$ cat src/rtl/wb_write_post_buffer.sv
// Write-posting buffer: upstream Wishbone writes are acked on enqueue and replayed in order
// downstream; reads wait for the queue to drain, then pass through as single transfers.
module wb_write_post_buffer #(
  parameter int DEPTH_LOG2 = 2
) (
  input  logic                  wb_clk_i,
  input  logic                  wb_rst_i,
  input  logic [31:0]           wb_s_adr_i,
  input  logic [31:0]           wb_s_dat_i,
  input  logic [3:0]            wb_s_sel_i,
  input  logic                  wb_s_we_i,
  input  logic                  wb_s_stb_i,
  input  logic                  wb_s_cyc_i,
  output logic [31:0]           wb_s_dat_o,
  output logic                  wb_s_ack_o,
  output logic [31:0]           wb_m_adr_o,
  output logic [31:0]           wb_m_dat_o,
  output logic [3:0]            wb_m_sel_o,
  output logic                  wb_m_we_o,
  output logic                  wb_m_stb_o,
  output logic                  wb_m_cyc_o,
  input  logic [31:0]           wb_m_dat_i,
  input  logic                  wb_m_ack_i,
  output logic [DEPTH_LOG2:0]   buf_level_o,
  output logic                  buf_empty_o
);

  localparam int DEPTH = 1 << DEPTH_LOG2;
  localparam int LW    = DEPTH_LOG2 + 1;

  typedef enum logic [1:0] {
    M_IDLE  = 2'd0,
    M_WRITE = 2'd1,
    M_READ  = 2'd2
  } m_state_t;

  logic [31:0]           adr_mem [DEPTH];
  logic [31:0]           dat_mem [DEPTH];
  logic [3:0]            sel_mem [DEPTH];

  logic [DEPTH_LOG2-1:0] wr_ptr_r;
  logic [DEPTH_LOG2-1:0] rd_ptr_r;
  logic [LW-1:0]         level_r;
  m_state_t              state_r;
  logic                  rd_pend_r;

  logic                  s_ack_r;
  logic [31:0]           s_dat_r;
  logic [31:0]           m_adr_r;
  logic [31:0]           m_dat_r;
  logic [3:0]            m_sel_r;
  logic                  m_we_r;
  logic                  m_cyc_r;

  logic                  full_s;
  logic                  req_s;
  logic                  push_s;
  logic                  rd_req_s;
  logic                  pop_s;
  logic                  rd_done_s;
  logic                  rd_deliver_s;

  // Request decode; a request is ignored during its own ack cycle.
  always_comb begin
    full_s       = (level_r == LW'(DEPTH));
    req_s        = wb_s_stb_i & wb_s_cyc_i & ~s_ack_r;
    push_s       = req_s & wb_s_we_i & ~full_s;
    rd_req_s     = req_s & ~wb_s_we_i;
    pop_s        = (state_r == M_WRITE) & wb_m_ack_i;
    rd_done_s    = (state_r == M_READ) & wb_m_ack_i;
    rd_deliver_s = rd_done_s & wb_s_stb_i & wb_s_cyc_i & ~wb_s_we_i;
  end

  // Posted-write storage; contents need no reset because the level gates every read of it.
  always_ff @(posedge wb_clk_i) begin
    if (push_s) begin
      adr_mem[wr_ptr_r] <= wb_s_adr_i;
      dat_mem[wr_ptr_r] <= wb_s_dat_i;
      sel_mem[wr_ptr_r] <= wb_s_sel_i;
    end
  end

  // Queue bookkeeping, upstream ack/data and the downstream transfer FSM.
  always_ff @(posedge wb_clk_i) begin
    if (!wb_rst_i) begin
      wr_ptr_r  <= '0;
      rd_ptr_r  <= '0;
      level_r   <= '0;
      state_r   <= M_IDLE;
      rd_pend_r <= 1'b0;
      s_ack_r   <= 1'b0;
      s_dat_r   <= 32'h0;
      m_adr_r   <= 32'h0;
      m_dat_r   <= 32'h0;
      m_sel_r   <= 4'h0;
      m_we_r    <= 1'b0;
      m_cyc_r   <= 1'b0;
    end else begin
      if (push_s) begin
        wr_ptr_r <= wr_ptr_r + DEPTH_LOG2'(1);
      end
      if (pop_s) begin
        rd_ptr_r <= rd_ptr_r + DEPTH_LOG2'(1);
      end
      level_r <= level_r + LW'(push_s) - LW'(pop_s);
      s_ack_r <= push_s | rd_deliver_s;

      case (state_r)
        M_IDLE: begin
          // Draining posted writes always wins over a waiting read.
          if (level_r != LW'(0)) begin
            m_adr_r <= adr_mem[rd_ptr_r];
            m_dat_r <= dat_mem[rd_ptr_r];
            m_sel_r <= sel_mem[rd_ptr_r];
            m_we_r  <= 1'b1;
            m_cyc_r <= 1'b1;
            state_r <= M_WRITE;
          end else if (rd_req_s && !rd_pend_r) begin
            m_adr_r   <= wb_s_adr_i;
            m_sel_r   <= wb_s_sel_i;
            m_we_r    <= 1'b0;
            m_cyc_r   <= 1'b1;
            rd_pend_r <= 1'b1;
            state_r   <= M_READ;
          end
        end
        M_WRITE: begin
          if (wb_m_ack_i) begin
            m_cyc_r <= 1'b0;
            state_r <= M_IDLE;
          end
        end
        M_READ: begin
          if (wb_m_ack_i) begin
            s_dat_r   <= wb_m_dat_i;
            m_cyc_r   <= 1'b0;
            rd_pend_r <= 1'b0;
            state_r   <= M_IDLE;
          end
        end
        default: begin
          m_cyc_r   <= 1'b0;
          rd_pend_r <= 1'b0;
          state_r   <= M_IDLE;
        end
      endcase
    end
  end

  assign wb_s_ack_o  = s_ack_r;
  assign wb_s_dat_o  = s_dat_r;
  assign wb_m_adr_o  = m_adr_r;
  assign wb_m_dat_o  = m_dat_r;
  assign wb_m_sel_o  = m_sel_r;
  assign wb_m_we_o   = m_we_r;
  assign wb_m_stb_o  = m_cyc_r;
  assign wb_m_cyc_o  = m_cyc_r;
  assign buf_level_o = level_r;
  assign buf_empty_o = (level_r == LW'(0)) && (state_r == M_IDLE);

endmodule

$ cat config.mk
export PLATFORM = sky130hd
export DESIGN_NAME = wb_write_post_buffer
export DESIGN_NICKNAME = d
export VERILOG_FILES = /design/src/rtl/wb_write_post_buffer.sv
export SDC_FILE = /design/constraint.sdc
export NUM_CORES = 1
export LEC_CHECK = 0
export CORE_MARGIN = 2
export CORE_UTILIZATION = 54
export CTS_CLUSTER_SIZE = 10
export DETAILED_ROUTE_END_ITERATION = 8
export HOLD_SLACK_MARGIN = 0.02
export PLACE_DENSITY = 0.8
export SLEW_MARGIN = 20
export SYNTH_ARGS = -nofsm -noshare
export SYNTH_HDL_FRONTEND = slang
export SYNTH_SLANG_ARGS = --single-unit
$ cat constraint.sdc
create_clock -name wb_clk_i -period 4.35 [get_ports wb_clk_i]
set_clock_uncertainty 0.1 [all_clocks]
set_input_delay 0.87 -clock wb_clk_i [delete_from_list [all_inputs] [get_ports wb_clk_i]]
set_output_delay 0.87 -clock wb_clk_i [all_outputs]
set_load 0.05 [all_outputs]
**Run 1: signal wires on met1**

Cells faint in the background.
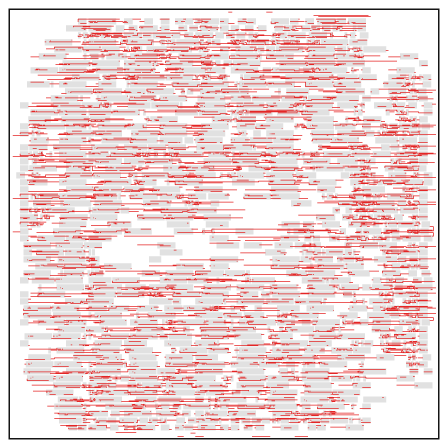
The longest straight run is 52.9 um. The layer carries 12100 um of wire. 1149 nets have wire on it. The layer holds 40% of the routed length.
total wire length: 30.47 mm
met1 Use GR: 0.2838
via count: 8450

**Run 1: the metal 2 layer**

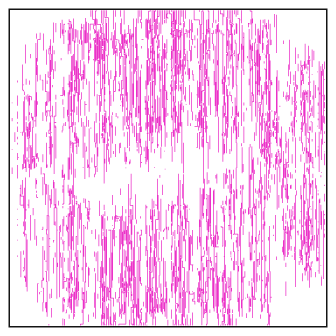
The wires run mostly vertical. The layer holds 52% of the routed length. The layer carries 15700 um of wire. The longest straight run is 71.1 um. 1089 nets have wire on it.
met2 Use GR: 0.3798

==> run notes, run 1 <==
flow finished, numbers: status finished clean, DRT antenna net count 0, endpoints failing setup 0, total global-route track usage 0.2193, layout cells sized above 1 0.1235, EDFF count, synth 272, fin util 0.6936, largest class registers, Period minus WS final 3446 ps, pin count of the biggest net entering global routing 74, DRC 0, Final Hold Fails 0, Hold Buf Count CTS 0, Worst-Skew Late Latency 520 ps, top power group registers, routed len/inst 20.18 um, Post-Syn Instances 922, most frequent cells in the layout edfxtp_1, clkdlybuf4s50_1, nand2_1, RSZ-0062 raised after global routing no, area grow syn2layout 26.82%, gr ovfl total 0, Commonest flop edfxtp_1, total core area 25980 um^2, Internal Power 7171 uW, total power draw 10600 uW, area leader, netlist edfxtp_1, n_taps 335, sw frac 0.3233, nets 1255, FP Core Util 0.5469, number of fill cells 1723, dpl cell area 16740 um^2, CTS H-tree depth 2, Logic cell area 3491 um^2, leakage 0.005876 uW, CTS Buffer Depth 3, share of the yosys chip area belonging to registers 0.7367, max cap viols 0, Setup Fix Bufs, Post-CTS 0, initial antenna violation count 1, # Cells Yosys 922, buffering overhead 0.1280, fmax 0.2902 GHz, Hold Path Class flip-flop to flip-flop, CTS root buffer clkbuf_16, routability-driven placement congestion ratio 0.7608, CP Capture Type primary output, Inverters, non-clock 13, Syn Nets 1038, cts bufs inserted 44, Rel. slew slack 0.2515, # rows 59, syn avg cell area 15.41 um^2, sw power 3425 uW, Die Span X 166.2 um, Dominant cell area share 0.5747, worst slew pin tran 1123 ps, Non-CTS buffers 228, DP Cell Count 1428, Iter 0 DRT Violations 642, IO buf count 213, Async S/R FF share, synth 0, register cell area after layout 10470 um^2, Flops after synth 387, critical path type flip-flop to primary output, count of tool warnings 31, cycle use final 0.7922, CP startpoint kind flip-flop, final worst slack 903.9 ps, Comb pwr share 0.269, post-cts resize count 0, comb pwr 2850 uW, mapped cell area 14210 um^2, maximum vdd drop 0.5537 mV, num sequential 387, Yosys top cell by instances edfxtp_1, first-pass GRT wire length 47.40 mm, logic share of the area 0.1937, Fin Setup TNS 0 ps, Final HPWL DP 17.74 mm, fin area 18020 um^2, clk slew on worst S/H paths 60 ps, DR vias/cell 5.596
**Run 1: metal 3**

Cells faint in the background.
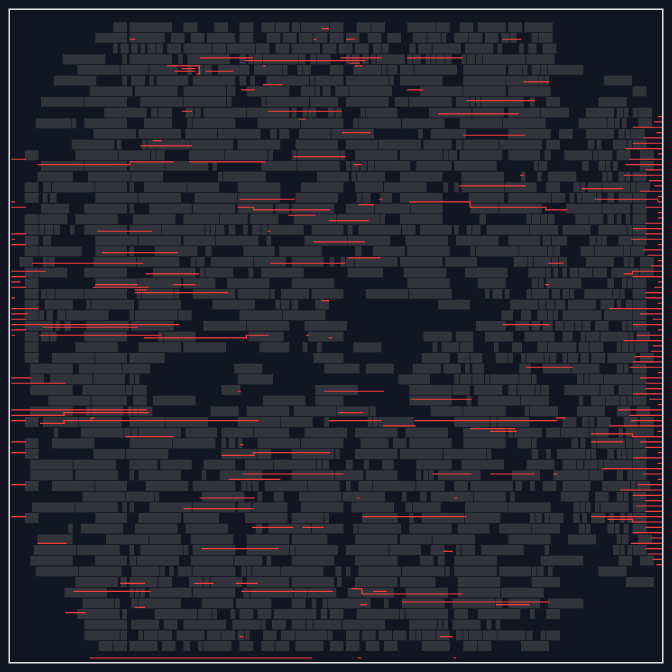
164 nets have wire on it. The longest straight run is 56.4 um. The wires run mostly horizontal.
met3 usage: 0.03718

-- run 1: kinds of logic after synthesis --
kind of cell               after synthesis  share of synthesized area
AOI/OAI and AO/OA                      149                    0.05890
xor gates and xnor gates                 5                   0.003081
adders and majority gates               10                   0.009332
buffers and inverters                   70                    0.01954
DFF                                    387                     0.7367
muxes                                   69                     0.1085
and+or+nand+nor                        232                    0.06400
-- run 1: routing by layer --
| layer | vias up | wire length (um) | share of wire | global-route usage |
|---|---|---|---|---|
| met5 | - | 0 | 0 | 0 |
| met3 | 52 | 1938 | 0.064 | 0.03718 |
| met2 | 312 | 15720 | 0.52 | 0.3798 |
| met1 | 4204 | 12060 | 0.40 | 0.2838 |
| met4 | 0 | 758 | 0.025 | 0.07571 |
| li1 | 3882 | - | - | - |
-- run 1: worst max-delay path, cell delays in order (launching register included) --
cell             delay (ps)
dfxtp_1                 330
inv_1                    80
ha_1                    310
inv_2                   110
nor2_1                  240
clkdlybuf4s50_1         880
-- run 1: path summary, 6_finish.rpt --
kind	from	end	slack [ps]	depth (start not counted)
worst min-delay path	wb_m_dat_o[6]$_SDFFE_PN0P_	wb_m_dat_o[6]$_SDFFE_PN0P_	350	2
worst min register to register	wb_m_dat_o[6]$_SDFFE_PN0P_	wb_m_dat_o[6]$_SDFFE_PN0P_	350	2
worst max register to register	buf_level_o[1]$_SDFF_PN0_	buf_level_o[2]$_SDFF_PN0_	1890	10
worst max-delay path	state_r[0]$_SDFFE_PN0P_	buf_empty_o	900	5
-- run 1: flip-flops by register name, indices dropped and copies added (netlist names), 2 cells and up, named ones only --
register     count
dat_mem        128
wb_m_dat_o      32
state_r          2
wb_m_sel_o       4
wr_ptr_r         2
adr_mem        128
rd_ptr_r         2
buf_level_o      3
sel_mem         16
wb_s_dat_o      32
wb_m_adr_o      32
==> run 1 -> run 2 <==
- clock period: 4.35 -> 3.5 ns (I/O delays scaled with it)
**Run 2: signal wires on met4**

The bar under the picture is 50 um long. Cells faint in the background.
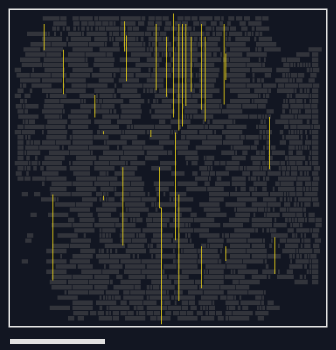
The layer carries 897 um of wire. The wires run mostly vertical. The layer holds 2.9% of the routed length. The longest straight run is 61.1 um.
via count: 8508
total wire length: 30.61 mm

**Run 2: routing congestion map**

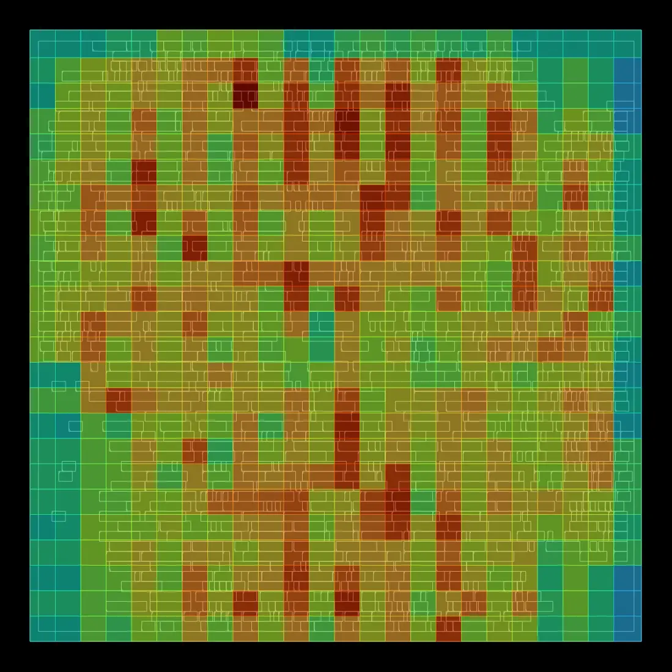
Top Usage Layer GRT: met2
met1 Use GR: 0.2829
routed len/inst: 20.21 um
fin util: 0.6959
met3 usage: 0.04814

==> run 2 against run 1 <==
  * Core utilization up 0.23 points
  * Critical path depth down 4
  * Setup slack worse by 150 ps
  * Non-clock buffer count up 6
  * Clock power up 24%
  * Count of clock-buffer cells in the layout down 1
  * Cell count up 0.33%
  * Wire length up 0.46%
  * Flip-flop count unchanged
  * Largest cell class unchanged
  * Highest routed layer unchanged
==> run notes, run 2 <==
flow finished, numbers: CP startpoint kind flip-flop, nets 1261 (+0.48%), clk slew on worst S/H paths 50 ps (about the same), DR vias/cell 5.616 (+0.35%), number of fill cells 1697 (-1.5%), DRC 0 (unchanged), Post-Syn Instances 922 (unchanged), Largest regs adr_mem: 128 flops, dat_mem: 128 flops, Flops after synth 387 (unchanged), count of tool warnings 31 (unchanged), Logic cell area 3491 um^2 (unchanged), syn avg cell area 15.41 um^2 (unchanged), initial antenna violation count 0 (-1), Final Hold Fails 0 (unchanged), CP Capture Type primary output, sw power 4300 uW (+26%), crit-path leading delay family buffers and inverters, share of the yosys chip area belonging to registers 0.7367 (unchanged), critical path depth 1 (-4), CTS root buffer clkbuf_16, Non-CTS buffers 234 (+2.6%), status finished clean, Yosys top cell by instances edfxtp_1, FP Core Util 0.5469 (unchanged), DP Cell Count 1434 (+0.42%), layout cells sized above 1 0.1288 (+0.005304), worst slew pin tran 1011 ps (-111.5 ps), Worst-Skew Late Latency 540 ps (+20 ps), Comb pwr share 0.271 (+0.002), maximum vdd drop 0.6687 mV (+21%), Inverters, non-clock 13 (unchanged), CTS Buffer Depth 3 (unchanged), Rel. slew slack 0.3259 (+0.07431), fin area 18080 um^2 (+0.33%), Die Span X 166.2 um (unchanged), Worst setup startpoint buf_level_o[2]$_SDFF_PN0_, Hold Buf Count CTS 0 (unchanged), fmax 0.3644 GHz, top power group registers, comb pwr 3570 uW (+25%), final worst slack 755.5 ps (-148.4 ps), num sequential 387 (unchanged), Hold Path Class flip-flop to flip-flop, worst path cell trace clkdlybuf4s50_1, Final HPWL DP 18.27 mm (+3.0%), crit path to buf_level_o[2], Reg2Reg Depth 8 (-2), IO buf count 213 (unchanged), total global-route track usage 0.2232 (+0.003848), largest class registers, cts bufs inserted 44 (unchanged)
## run 2: cell counts after synthesis
Identical to the previous run, type by type.
## run 2: worst min-delay path by stage
stage                                start  depth (start not counted)                     endpoint
5_1_grt        wb_s_dat_o[14]$_SDFFE_PN0N_                          2  wb_s_dat_o[14]$_SDFFE_PN0N_
2_1_floorplan      state_r[1]$_SDFFE_PN0P_                          2      state_r[1]$_SDFFE_PN0P_
4_1_cts         wb_s_dat_o[8]$_SDFFE_PN0N_                          2   wb_s_dat_o[8]$_SDFFE_PN0N_
3_5_place_dp    wb_s_dat_o[8]$_SDFFE_PN0N_                          2   wb_s_dat_o[8]$_SDFFE_PN0N_
3_3_place_gp   wb_m_dat_o[19]$_SDFFE_PN0P_                          2  wb_m_dat_o[19]$_SDFFE_PN0P_
6_report       wb_s_dat_o[16]$_SDFFE_PN0N_                          2  wb_s_dat_o[16]$_SDFFE_PN0N_
## run 2: through the flow
stage,power (uW),utilization
detailed placement,9202,0.6469
global placement,9116,0.6469
CTS,13290,0.6959
floorplan,7936,-
finish,13170,0.6959
global route,13720,0.6959
## run 2: metal layers
layer,share of wire,GRT usage,up-vias,wire length [um]
met1,0.39,0.2829,4206,11980
met4,0.029,0.08133,0,897
met3,0.068,0.04814,64,2073
met5,0,0,-,0
li1,-,-,3893,-
met2,0.51,0.3826,345,15670
## run 2: logic make-up (layout without fill, tap and decap cells)
| logic type | after synthesis | in the layout | share of synthesized area |
|---|---|---|---|
| buf+inv | 70 | 328 | 0.01954 |
| compound gates | 149 | 149 | 0.05890 |
| flops | 387 | 387 | 0.7367 |
| simple gates | 232 | 232 | 0.06400 |
| fa+ha+maj | 10 | 10 | 0.009332 |
| mux | 69 | 69 | 0.1085 |
| xor+xnor | 5 | 5 | 0.003081 |
**Run 2: signal wires on met1**

Cells faint in the background.
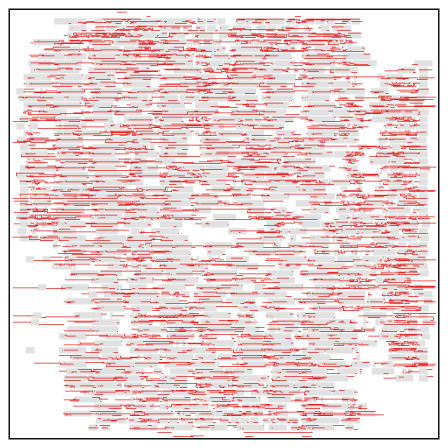

==> run 2 -> run 3 <==
- clock period: 3.5 -> 2.6 ns (I/O delays scaled with it)
**Run 3: signal wires on met1**

Cells faint in the background.
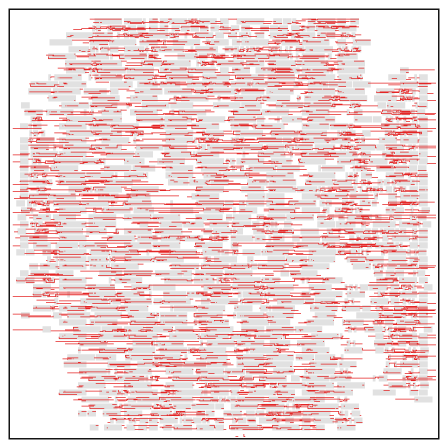
The longest straight run is 41.9 um. The layer carries 12600 um of wire. 1169 nets have wire on it. The layer holds 40% of the routed length. The wires run mostly horizontal.
met1 Use GR: 0.2893
via count: 8495
total wire length: 31.30 mm

==> run 3 against run 2 <==
  * Wire length up 2.2%
  * Sequential power is 34% higher
  * Cell count grew 0.92%
  * Flip-flop count stayed put
  * Register-to-register slack worse by 630 ps
  * Worst hold slack hardly changed
  * Critical path type unchanged
  * Largest power group unchanged
==> run notes, run 3 <==
flow finished, numbers: status finished clean, Final Hold Fails 0 (unchanged), crit path to buf_level_o[2], share of the yosys chip area belonging to registers 0.7367 (unchanged), hold depth 2 (unchanged), Reg2Reg Depth 7 (-1), layout cells sized above 1 0.1418 (+0.01296), fmax 0.3893 GHz, Worst-Skew Late Latency 530 ps (about the same), CTS Buffer Depth 3 (unchanged), DR vias/cell 5.556 (-1.1%), gr ovfl total 0, vias in the first global route 8711, Largest regs adr_mem: 128 flops, dat_mem: 128 flops, dpl cell area 17010 um^2, fin util 0.7041 (+0.008234), EDFF count, synth 272, CP startpoint kind flip-flop, Die Span X 166.2 um (unchanged), crit-path leading delay family buffers and inverters, cts bufs inserted 44 (unchanged), worst path cell trace clkdlybuf4s50_1, Hold Buf Count CTS 0 (unchanged), FP Core Util 0.5469 (unchanged), Syn Nets 1038, start point of the worst hold path wb_m_dat_o[15]$_SDFFE_PN0P_, CP Capture Type primary output, CTS root buffer clkbuf_16, routed len/inst 20.47 um (+1.3%), Die Height 166.2 um, Post-Syn Instances 922 (unchanged), fin area 18300 um^2 (+1.2%), Commonest cells post-synth edfxtp_1, nand2_1, dfxtp_1, initial antenna violation count 3 (+3), IO buf count 213 (unchanged), Rel. slew slack 0.5985 (+0.2727), maximum vdd drop 0.6645 mV (-0.62%), Worst setup startpoint buf_level_o[2]$_SDFF_PN0_, total global-route track usage 0.2242 (+0.001027), final worst slack 30.98 ps (-724.5 ps), WL met3 2.077 mm (+0.19%), clk slew on worst S/H paths 50 ps (about the same), max layer used met5, CTS tree yes, met2 WL 15.94 mm (+1.7%), critical path depth 1 (unchanged), total power draw 17890 uW (+36%), syn avg cell area 15.41 um^2 (unchanged), hold_ws 350.6 ps, worst slew pin tran 600.3 ps (-410.9 ps), number of fill cells 1693 (-0.24%), Flops after synth 387 (unchanged), Yosys top cell by instances edfxtp_1, Final HPWL DP 19.03 mm (+4.2%), Hold Path Class flip-flop to flip-flop, nets 1274 (+1.0%), count of tool warnings 32 (+3.2%)
**Run 3: metal 3**

Cells faint in the background.
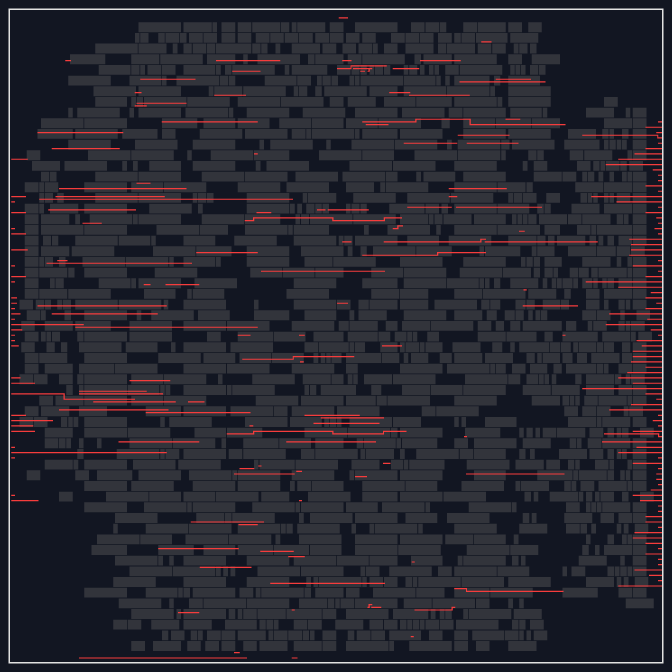
The layer holds 6.6% of the routed length. The longest straight run is 64.4 um.
met3 usage: 0.04552

-- run 3: cell counts after synthesis --
No cell type changed its count.
-- run 3: metal layers --
metal,GRT usage,vias up
li1,-,3924
met1,0.2893,4203
met2,0.3882,317
met3,0.04552,49
met4,0.06709,2
met5,0,-
-- run 3: cell type report --
cell class	instances	area (um^2)	share of cell area
antenna	2	5.005	0.0002735
clock buffer	78	1260	0.06886
clock inverter	2	17.52	0.0009574
inverter	13	48.80	0.002667
multi-input combinational	465	3496	0.1911
sequential	387	10480	0.5727
tap	335	419.2	0.02291
timing repair buffer	247	2572	0.1406
-- run 3: worst reg2reg max path: cells and delay by family (launching register included) --
kind                     cells  cell delay [ps]
AND-OR/OR-AND                3              820
buffers and inverters        3              520
adder cells (fa/ha/maj)      1              310
flip-flops                   1              330
-- run 3: kinds of logic after synthesis --
family / Yosys count / synth area share
simple gates: 232 / 0.06400
fa+ha+maj: 10 / 0.009332
compound gates: 149 / 0.05890
xor+xnor: 5 / 0.003081
buf+inv: 70 / 0.01954
flops: 387 / 0.7367
mux: 69 / 0.1085
-- run 3: where the power goes --
| group | switching (uW) | total, uW | leakage [uW] | internal, uW |
|---|---|---|---|---|
| clock | 2260 | 5520 | 0.000609 | 3260 |
| sequential | 316 | 7430 | 0.00340 | 7110 |
| combinational | 3220 | 4950 | 0.00200 | 1730 |
| total | 5790 | 17900 | 0.00601 | 12100 |
-- run 3: stage by stage --
| step | TNS (ps) | cells |
|---|---|---|
| after detailed placement | -354.1 | 1447 |
| final | 0 | 1529 |
| after floorplan | -17720 | 922 |
| after global placement | -311.7 | 1447 |
| after global routing | 0 | 1529 |
| after CTS | 0 | 1527 |
Power figures rest on the tool's default switching activity, not on a simulated workload.
